==> run_1/zoom.png <==
Scale bar: 10 µm. Region (25, 36) to (55, 66) µm. Cells in gray, sequential cells in the stronger gray; small squares are vias.
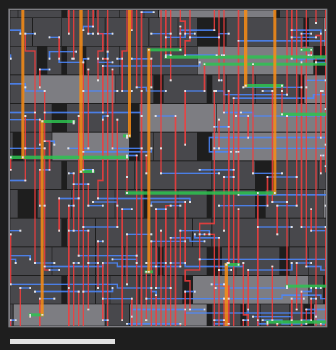
==> run_1/met4.png <==
Supply wires on this layer in gray.
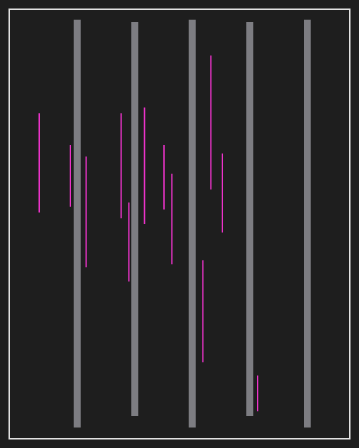
==> run_1/met1.png <==
Supply wires on this layer in gray.
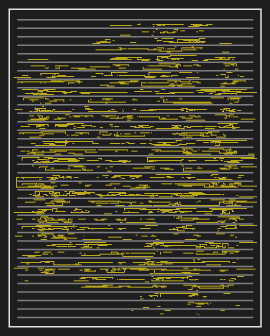
==> run_1/final_clocks.png <==
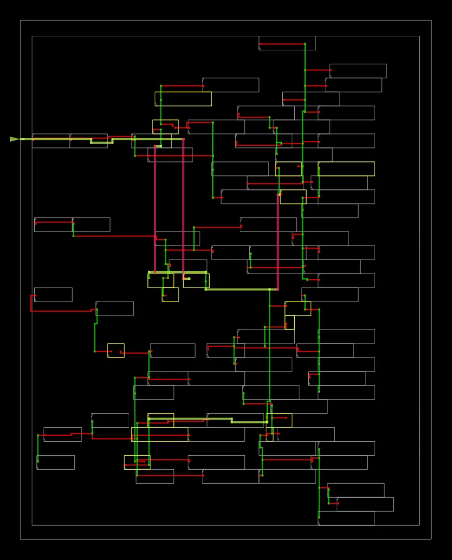
### src/rtl/zeta_rom_arbiter_if.sv
// Requester-side bus of the zeta ROM arbiter: two read ports.
// Each port has a req/gnt handshake and a valid/ready response stream.
interface zeta_rom_arbiter_if #(
    parameter int unsigned ADDR_W = 8,
    parameter int unsigned DATA_W = 12
);
    logic              rq0_req;
    logic [ADDR_W-1:0] rq0_addr;
    logic              rq0_gnt;
    logic              rq0_rvalid;
    logic [DATA_W-1:0] rq0_rdata;
    logic              rq0_rready;

    logic              rq1_req;
    logic [ADDR_W-1:0] rq1_addr;
    logic              rq1_gnt;
    logic              rq1_rvalid;
    logic [DATA_W-1:0] rq1_rdata;
    logic              rq1_rready;

    modport master (
        output rq0_req, rq0_addr, rq0_rready, rq1_req, rq1_addr, rq1_rready,
        input  rq0_gnt, rq0_rvalid, rq0_rdata, rq1_gnt, rq1_rvalid, rq1_rdata
    );

    modport slave (
        input  rq0_req, rq0_addr, rq0_rready, rq1_req, rq1_addr, rq1_rready,
        output rq0_gnt, rq0_rvalid, rq0_rdata, rq1_gnt, rq1_rvalid, rq1_rdata
    );
endinterface

### src/rtl/zeta_rom_arbiter.sv
// Round-robin arbiter sharing one 1-cycle synchronous twiddle ROM between the
// NTT butterfly (port 0) and basemul (port 1); each port has a 2-deep response FIFO.
module zeta_rom_arbiter #(
    parameter int unsigned ADDR_W = 8,
    parameter int unsigned DATA_W = 12
) (
    input  logic              clk,
    input  logic              reset,
    zeta_rom_arbiter_if.slave rq,
    output logic              rom_ce,
    output logic              rom_oce,
    output logic              rom_reset,
    output logic [ADDR_W-1:0] rom_ad,
    input  logic [DATA_W-1:0] rom_dout
);
    localparam int unsigned NREQ  = 2;
    localparam int unsigned DEPTH = 2;
    localparam int unsigned CNT_W = 2;
    localparam int unsigned SUM_W = 3;

    logic [DATA_W-1:0] mem [NREQ][DEPTH];
    logic [CNT_W-1:0]  cnt [NREQ];
    logic [NREQ-1:0]   rptr;
    logic [NREQ-1:0]   wptr;
    logic [NREQ-1:0]   inflight;
    logic              last_gnt;
    logic [ADDR_W-1:0] last_ad;

    logic [NREQ-1:0]   req;
    logic [NREQ-1:0]   rready;
    logic [NREQ-1:0]   rvalid;
    logic [NREQ-1:0]   pop;
    logic [NREQ-1:0]   elig;
    logic [NREQ-1:0]   gnt;
    logic [ADDR_W-1:0] sel_ad;

    assign req    = {rq.rq1_req, rq.rq0_req};
    assign rready = {rq.rq1_rready, rq.rq0_rready};

    // A port may be granted only if the reply is guaranteed a FIFO slot,
    // counting the slot freed by a pop in this same cycle.
    always_comb begin
        rvalid = '0;
        pop    = '0;
        elig   = '0;
        for (int n = 0; n < NREQ; n++) begin
            rvalid[n] = !reset && (cnt[n] != '0);
            pop[n]    = rvalid[n] && rready[n];
            elig[n]   = !reset && req[n] &&
                        ((SUM_W'(cnt[n]) + SUM_W'(inflight[n])) <
                         (SUM_W'(DEPTH) + SUM_W'(pop[n])));
        end
    end

    // On contention the port that did not win last time goes first.
    always_comb begin
        gnt = elig;
        if (&elig) begin
            gnt = last_gnt ? 2'b01 : 2'b10;
        end
    end

    assign sel_ad    = gnt[1] ? rq.rq1_addr : rq.rq0_addr;
    assign rom_ce    = |gnt;
    assign rom_ad    = reset ? '0 : (rom_ce ? sel_ad : last_ad);
    assign rom_oce   = 1'b1;
    assign rom_reset = reset;

    assign rq.rq0_gnt    = gnt[0];
    assign rq.rq1_gnt    = gnt[1];
    assign rq.rq0_rvalid = rvalid[0];
    assign rq.rq1_rvalid = rvalid[1];
    assign rq.rq0_rdata  = rvalid[0] ? mem[0][rptr[0]] : '0;
    assign rq.rq1_rdata  = rvalid[1] ? mem[1][rptr[1]] : '0;

    // Arbitration history, in-flight tracking and FIFO pointers.
    always_ff @(posedge clk) begin
        if (reset) begin
            last_gnt <= 1'b1;
            last_ad  <= '0;
            inflight <= '0;
            rptr     <= '0;
            wptr     <= '0;
            for (int n = 0; n < NREQ; n++) begin
                cnt[n] <= '0;
            end
        end else begin
            inflight <= gnt;
            if (|gnt) begin
                last_gnt <= gnt[1];
                last_ad  <= sel_ad;
            end
            for (int n = 0; n < NREQ; n++) begin
                if (inflight[n]) begin
                    wptr[n] <= ~wptr[n];
                end
                if (pop[n]) begin
                    rptr[n] <= ~rptr[n];
                end
                cnt[n] <= cnt[n] + CNT_W'(inflight[n]) - CNT_W'(pop[n]);
            end
        end
    end

    // ROM data lands one cycle after its grant, into the granted port's FIFO.
    always_ff @(posedge clk) begin
        for (int n = 0; n < NREQ; n++) begin
            if (!reset && inflight[n]) begin
                mem[n][wptr[n]] <= rom_dout;
            end
        end
    end
endmodule

### src/flat_wrapper.sv
// flat-port wrapper written by rule: the top's interface ports become plain ports
module zeta_rom_arbiter_flat 
#(
    parameter int unsigned ADDR_W = 8,
    parameter int unsigned DATA_W = 12
)
  (clk, reset, rom_ce, rom_oce, rom_reset, rom_ad, rom_dout, rq_rq0_req, rq_rq0_addr, rq_rq0_rready, rq_rq1_req, rq_rq1_addr, rq_rq1_rready, rq_rq0_gnt, rq_rq0_rvalid, rq_rq0_rdata, rq_rq1_gnt, rq_rq1_rvalid, rq_rq1_rdata);
  zeta_rom_arbiter_if #(.ADDR_W(ADDR_W), .DATA_W(DATA_W)) rq_i ();
  input  logic clk;
  input  logic reset;
  output logic rom_ce;
  output logic rom_oce;
  output logic rom_reset;
  output logic [ADDR_W-1:0] rom_ad;
  input  logic [DATA_W-1:0] rom_dout;
  input wire logic [$bits(rq_i.rq0_req)-1:0] rq_rq0_req;
  input wire logic [$bits(rq_i.rq0_addr)-1:0] rq_rq0_addr;
  input wire logic [$bits(rq_i.rq0_rready)-1:0] rq_rq0_rready;
  input wire logic [$bits(rq_i.rq1_req)-1:0] rq_rq1_req;
  input wire logic [$bits(rq_i.rq1_addr)-1:0] rq_rq1_addr;
  input wire logic [$bits(rq_i.rq1_rready)-1:0] rq_rq1_rready;
  output wire logic [$bits(rq_i.rq0_gnt)-1:0] rq_rq0_gnt;
  output wire logic [$bits(rq_i.rq0_rvalid)-1:0] rq_rq0_rvalid;
  output wire logic [$bits(rq_i.rq0_rdata)-1:0] rq_rq0_rdata;
  output wire logic [$bits(rq_i.rq1_gnt)-1:0] rq_rq1_gnt;
  output wire logic [$bits(rq_i.rq1_rvalid)-1:0] rq_rq1_rvalid;
  output wire logic [$bits(rq_i.rq1_rdata)-1:0] rq_rq1_rdata;
  assign rq_i.rq0_req = rq_rq0_req;
  assign rq_i.rq0_addr = rq_rq0_addr;
  assign rq_i.rq0_rready = rq_rq0_rready;
  assign rq_i.rq1_req = rq_rq1_req;
  assign rq_i.rq1_addr = rq_rq1_addr;
  assign rq_i.rq1_rready = rq_rq1_rready;
  assign rq_rq0_gnt = rq_i.rq0_gnt;
  assign rq_rq0_rvalid = rq_i.rq0_rvalid;
  assign rq_rq0_rdata = rq_i.rq0_rdata;
  assign rq_rq1_gnt = rq_i.rq1_gnt;
  assign rq_rq1_rvalid = rq_i.rq1_rvalid;
  assign rq_rq1_rdata = rq_i.rq1_rdata;
  zeta_rom_arbiter #(.ADDR_W(ADDR_W), .DATA_W(DATA_W)) u_core (.clk(clk), .reset(reset), .rq(rq_i), .rom_ce(rom_ce), .rom_oce(rom_oce), .rom_reset(rom_reset), .rom_ad(rom_ad), .rom_dout(rom_dout));
endmodule
### config.mk
export PLATFORM = sky130hd
export DESIGN_NAME = zeta_rom_arbiter_flat
export DESIGN_NICKNAME = d
export VERILOG_FILES = /design/src/rtl/zeta_rom_arbiter_if.sv /design/src/rtl/zeta_rom_arbiter.sv /design/src/flat_wrapper.sv
export SDC_FILE = /design/constraint.sdc
export NUM_CORES = 1
export LEC_CHECK = 0
export ABC_AREA = 1
export CAP_MARGIN = 10
export CORE_AREA = 2 2 78 99
export DETAILED_ROUTE_END_ITERATION = 10
export DIE_AREA = 0 0 80 101
export PLACE_DENSITY = 0.74
export REMOVE_ABC_BUFFERS = 1
export SYNTH_ARGS = -nofsm -noshare
export SYNTH_HDL_FRONTEND = slang
export SYNTH_SLANG_ARGS = --single-unit
### constraint.sdc
create_clock -name clk -period 1.8 [get_ports clk]
set_input_delay 0.36 -clock clk [delete_from_list [all_inputs] [get_ports clk]]
set_output_delay 0.36 -clock clk [all_outputs]
set_load 0.005 [all_outputs]
==> metrics.csv, run 1 <==
metric,value,unit
status,"finished, violations left",
failing checks,negative setup slack,
CTS tree,done,
share of layout cells above drive strength 1,43.62,%
WHS,0.4818,ns
Cell Type Count,29,
yosys xor share,0.5600,%
final net count,523,
# DRC,0,
Final setup viols,38,
most frequent logic cell in the layout,nand2_1,
core region area,7182,µm²
sequential cell area fraction in the yosys report,58.24,%
Tool Warnings,27,
Synth top cells by count,"nand2_1 (118), inv_1 (56), edfxtp_1 (48)",
Yosys Chip Area,3128,µm²
"EDFF count, synth",48,
setup TNS,-8.687,ns
R2R Setup Slk,-0.27,ns
largest net degree at the start of global routing,13,
Die W,80,µm
setup ws final,-0.5627,ns
H-tree depth,3,
Synth area leader,edfxtp_1,
HPWL Detailed,4858,µm
"top cells by area, synth","edfxtp_1 (46%), nand2_1 (14%), dfxtp_1 (12%), inv_1 (6.7%), ha_1 (3.2%)",
total power,4920,µW
main flop type,edfxtp_1,
initial antenna violation count,0,
Total Wirelength,8758,µm
peak supply drop,0.6983,mV
ant diodes,0,
worst-case clock buffer depth,2,
pwr dens,969.6,nW/µm²
vias in the first global route,2881,
CP Max Fanout,7,
Post-synth regs,67,
DRT Pass-1 Iters,4,
CP Launch Type,primary input,
final cell utilization of the core,70.64,%
Mapped Area,3128,µm²
Worst-path clk slew,0.07,ns
worst min-delay path startpoint,u_core.wptr[1]$_SDFFE_PP0P_,
Final ANT Viol Nets,0,
crit path DRT,1.44,ns
cycle use final,131.3,%
Cells after Synth,335,
crit end category,output port,
Placed Area,4192,µm²
adder-cell share of the synthesized area,3.200,%
Worst Path Arrival,2.00,ns
yosys simple share,22.40,%
Min-Delay Path Class,flop to flop,
yosys stat cell total,335,
violation tally from detailed-route iteration zero,160,
clock sinks,67,
fin area,5074,µm²
Vias/cell,4.829,
Back to the opening pictures, zoom.png:
color	layer
red	met2
orange	met4
green	met3
blue	met1
most frequent	buf_4 (13), buf_6 (9), nand2_1 (6)
netlist names of flops here include	u_core.mem (4), u_core.cnt (2), u_core.rptr (2)
cells with their middle in the window	71
sequential cells in the window	9

Back to the opening pictures, met4.png:
longest straight run	31.3 µm
main direction	vertical

Back to the opening pictures, met1.png:
share of all routed wire	35%
longest straight run	34.0 µm
nets with wire on the layer	457
main direction	horizontal

Back to the opening pictures, final_clocks.png:
clk_lat worst skew: 0.33 ns
CTS buffer count: 9
Power Clock: 1490 µW

==> run 1: worst max-delay path: stages <==
cell	delay (ns)
clkdlybuf4s50_1	0.61
nand4_4	0.15
a21oi_4	0.17
buf_12	0.13
buf_8	0.11
nand3_2	0.06
nand2_1	0.07
nor2_1	0.05
nor2_1	0.14
buf_2	0.14
==> run 1: logic make-up (layout without fill, tap and decap cells) <==
| kind of cell | after synthesis | count (layout) |
|---|---|---|
| DFF | 67 | 67 |
| AOI/OAI and AO/OA | 29 | 29 |
| and+or+nand+nor | 158 | 161 |
| xor gates and xnor gates | 2 | 2 |
| buffers and inverters | 70 | 218 |
| other | 1 | 1 |
| adders and majority gates | 8 | 8 |
==> run 1: metal layers <==
| metal | routed length (µm) | vias to the layer above | part of all wire (%) | global-route usage [%] |
|---|---|---|---|---|
| met2 | 4895 | 127 | 56 | 40.45 |
| li1 | - | 1350 | - | - |
| met5 | 0 | - | 0 | 0 |
| met4 | 250 | 0 | 2.9 | 12.91 |
| met3 | 541 | 24 | 6.2 | 4.570 |
| met1 | 3069 | 1290 | 35 | 20.85 |
==> run 1: cell type report <==
class                           instances  area [µm²]
Tap cell                               92       115.1
Timing Repair Buffer                  145        1328
Clock inverter                          7       116.4
Multi-Input combinational cell        201        1320
Fill cell                             490        2108
Inverter                               57       234.0
Sequential cell                        67        1837
Clock buffer                            9       123.9
==> run 1: through the flow <==
| stage | setup WS (ns) | instances |
|---|---|---|
| 2_1_floorplan | -0.09365 | 322 |
| 3_3_place_gp | -0.8246 | 516 |
| 3_5_place_dp | -0.8454 | 516 |
| 4_1_cts | -0.5601 | 568 |
| 5_1_grt | -0.6852 | 578 |
| 6_report | -0.5627 | 578 |
==> run 1: timing repair <==
action | 4_1_cts | 5_1_grt
pin swaps | 25 | 27
hold endpoints to repair | 0 | 0
gates cloned | 4 | 0
resized | 172 | 87
setup endpoints to repair | 42 | 41
buffers inserted | 34 | 11
hold buffers | 0 | 0
==> run 1: worst max path at each step <==
stage / start / endpoint / slack, ns
after global placement: reset / rom_ad[7] / -0.82
after CTS: u_core.cnt[0][2]$_SDFF_PP0_ / rom_ad[6] / -0.56
final: rq_rq1_rready / rom_ad[3] / -0.56
after floorplan: u_core.inflight[1]$_SDFF_PP0_ / rom_ad[2] / -0.09
after detailed placement: reset / rom_ad[6] / -0.85
after global routing: u_core.inflight[1]$_SDFF_PP0_ / rom_ad[3] / -0.69
==> run 1: flip-flops by register name (all words and copies together), names as in the netlist <==
register and flops:
u_core.wptr 2, u_core.last_ad 8, u_core.last_gnt 1, u_core.cnt 4, u_core.mem 48, u_core.inflight 2, u_core.rptr 2
==> run 1: report_power, final <==
group / switching [µW] / internal (µW) / leakage, µW
Sequential: 59.5 / 1760 / 0.000595
Clock: 570 / 917 / 0.000121
Combinational: 776 / 835 / 0.00170
Total: 1410 / 3510 / 0.00241
==> run_1/metal_stack.png <==
Two of the layers only.
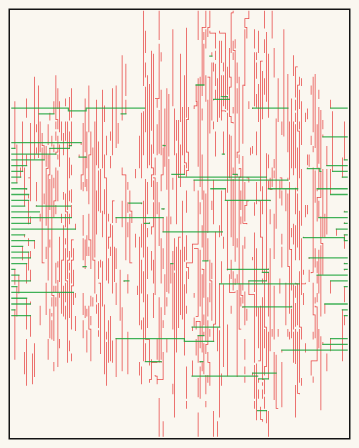

==> inputs of run 2 (changes only) <==
Settings changed: ABC_AREA 1 to default, CORE_AREA 2 2 78 99 to 2 2 72 91, DIE_AREA 0 0 80 101 to 0 0 74 93, PLACE_DENSITY 0.74 to 0.78.
Clock period 1.8 ns to 2.8 ns, I/O delays scaled along.
==> run_2/metal_stack.png <==
Two of the layers only.
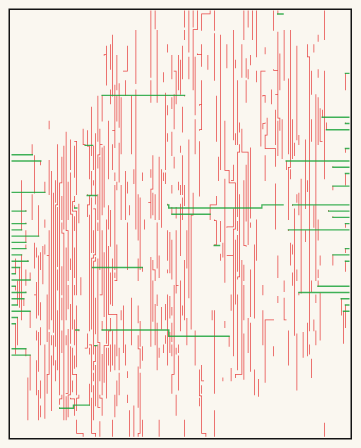
color	layer	wire length
green	met3	269 µm
red	met2	3560 µm

==> metrics.csv, run 2 <==
metric,value,unit,change
DRT Pass-1 Iters,6,,was 4
"top cells by area, synth","edfxtp_1 (50%), dfxtp_1 (13%), mux2i_1 (8.3%), nor2_1 (6.9%), a2111oi_2 (4.2%)",,"was edfxtp_1 (46%), nand2_1 (14%), dfxtp_1 (12%), inv_1 (6.7%), ha_1 (3.2%)"
failing checks,negative setup slack,,unchanged
Cell Type Count,29,,unchanged
worst min-delay path startpoint,u_core.rptr[0]$_SDFFE_PP0N_,,was u_core.wptr[1]$_SDFFE_PP0P_
Final setup viols,9,,was 38
crit-path cells,ha_4 -> ha_4 -> o31a_1 -> nor3b_4 -> or2_4 -> buf_12 -> a2111oi_4 -> buf_2,,was clkdlybuf4s50_1 -> nand4_4 -> a21oi_4 -> buf_12 -> buf_8 -> nand3_2 -> nand2_1 -> nor2_1 -> nor2_1 -> buf_2
Cells after Synth,219,,was 335
Net Sw Frac,28.96,%,was 28.58%
worst path bufs/invs,2,,was 4
Mapped Area,2893,µm²,was 3128 µm²
GRT met1 Usage,20.43,%,was 20.85%
ant diodes,0,,unchanged
largest net degree at the start of global routing,15,,was 13
Yosys Chip Area,2893,µm²,was 3128 µm²
GRT Max-Usage Layer,met2,,unchanged
combinational share of power,31.4,%,was 32.8%
Placement Setup Slack,-0.6535,ns,was -0.8454 ns
initial antenna violation count,0,,unchanged
most used cell along the critical path,ha_4,,was nor2_1
most frequent logic cell in the layout,clkdlybuf4s50_1,,was nand2_1
Largest register FFs,48,,unchanged
Worst-path clk slew,0.07,ns,about the same
met3 global-route usage,5.711,%,was 4.570%
clk_lat worst skew,0.33,ns,about the same
CTS buffer count,9,,unchanged
Vias/cell,4.915,,was 4.829
Die W,74,µm,was 80 µm
peak supply drop,0.4693,mV,was 0.6983 mV
setup ws final,-0.1249,ns,was -0.5627 ns
Synth top cells by count,"nor2_1 (53), edfxtp_1 (48), mux2i_1 (24)",,"was nand2_1 (118), inv_1 (56), edfxtp_1 (48)"
cycle use final,104.5,%,
slowest CP cell,a2111oi_4,,was clkdlybuf4s50_1
total power,2679,µW,was 4920 µW
Post-synth regs,67,,unchanged
Critical Path Start,u_core.inflight[0]$_SDFF_PP0_,,was rq_rq1_rready
crit end category,output port,,unchanged
H-tree depth,3,,unchanged
crit path DRT,2.24,ns,was 1.44 ns
status,"finished, violations left",,unchanged
"CP delay by family, top",AND-OR/OR-AND gates,,was buffers and inverters
Clock power frac,24.4,%,was 30.2%
core region area,6046,µm²,was 7182 µm²
Worst Path Arrival,2.36,ns,was 2.00 ns
violation tally from detailed-route iteration zero,111,,was 160
crit-path max cell delay,0.35,ns,was 0.61 ns
final net count,366,,was 523
"Hold-fix buffers, CTS",0,,unchanged
Internal Power,1903,µW,was 3513 µW
Switch Pwr,775.7,µW,was 1406 µW
pwr dens,622.2,nW/µm²,was 969.6 nW/µm²
# DRC,0,,unchanged
clock sinks,67,,unchanged
fin area,4305,µm²,was 5074 µm²
-- run 2: netlist changes by cell type in the layout (fill, tap and decap cells not counted), sizes merged, moves of 6 or more --
cell / delta
xnor2: +6
a21oi: -15
mux2i: +24
clkdlybuf4s50: +23
o21ai: -13
nor3: +6
nand2: -122
nor2: +31
nand3: -12
a2111oi: +8
clkbuf: -18
inv: -47
buf: -47
-- run 2: worst min-delay path, stage by stage (launching register included) --
cell,delay (ns)
dfxtp_1,0.35
xnor2_1,0.08
nor2_1,0.07
-- run 2: power groups by stage --
| stage | registers, µW | logic, µW | clock network, µW |
|---|---|---|---|
| 6_report | 1180 | 840 | 655 |
| 5_1_grt | 1190 | 907 | 719 |
| 4_1_cts | 1180 | 836 | 669 |
| 3_5_place_dp | 1200 | 723 | 0 |
| 3_3_place_gp | 1190 | 704 | 0 |
| 2_1_floorplan | 1210 | 330 | 0 |
-- run 2: path summary, 6_finish.rpt --
path	end	slack [ns]	cells after the start
worst max-delay path	rom_ad[3]	-0.12	8
worst min-delay path	u_core.rptr[0]$_SDFFE_PP0N_	0.53	2
worst max register to register	u_core.last_ad[7]$_DFF_P_	0.76	8
worst min register to register	u_core.rptr[0]$_SDFFE_PP0N_	0.53	2
-- run 2: area by class of cell --
cell class | instances | area, µm²
clock buffers | 9 | 123.9
clock inverters | 6 | 33.78
fillers | 430 | 1740
inverters | 10 | 37.54
multi-input cells | 129 | 1204
flip-flops and latches | 67 | 1824
well taps | 85 | 106.4
repair buffers | 107 | 975.9
-- run 2: cells by family after synthesis --
| kind of cell | synth area share, % |
|---|---|
| other | 0.1296 |
| buffers and inverters | 3.676 |
| AOI/OAI and AO/OA | 6.445 |
| xor gates and xnor gates | 2.422 |
| adders and majority gates | 3.460 |
| DFF | 62.98 |
| and+or+nand+nor | 12.59 |
| muxes | 8.304 |
-- run 2: layer usage --
layer	routed length, µm	part of all wire (%)
met5	0	0
met4	146	2.3
met3	269	4.1
met2	3561	55
met1	2510	39
-- run 2: repair_timing --
action,CTS,global route
cloned,2,0
gates resized,82,5
setup buffers,6,2
endpoints found under the setup margin,37,10
pin swaps,19,10
-- run 2: metrics by stage --
stage / hold slack (ns) / utilization, % / instances
CTS: 0.5302 / 70.88 / 411
detailed placement: 0.5072 / 63.95 / 388
floorplan: 0.4601 / - / 205
finish: 0.5260 / 71.21 / 413
global placement: 0.4990 / 63.95 / 388
global route: 0.5639 / 71.21 / 413
No activity file was given, so power comes from the tool's default toggle rates.
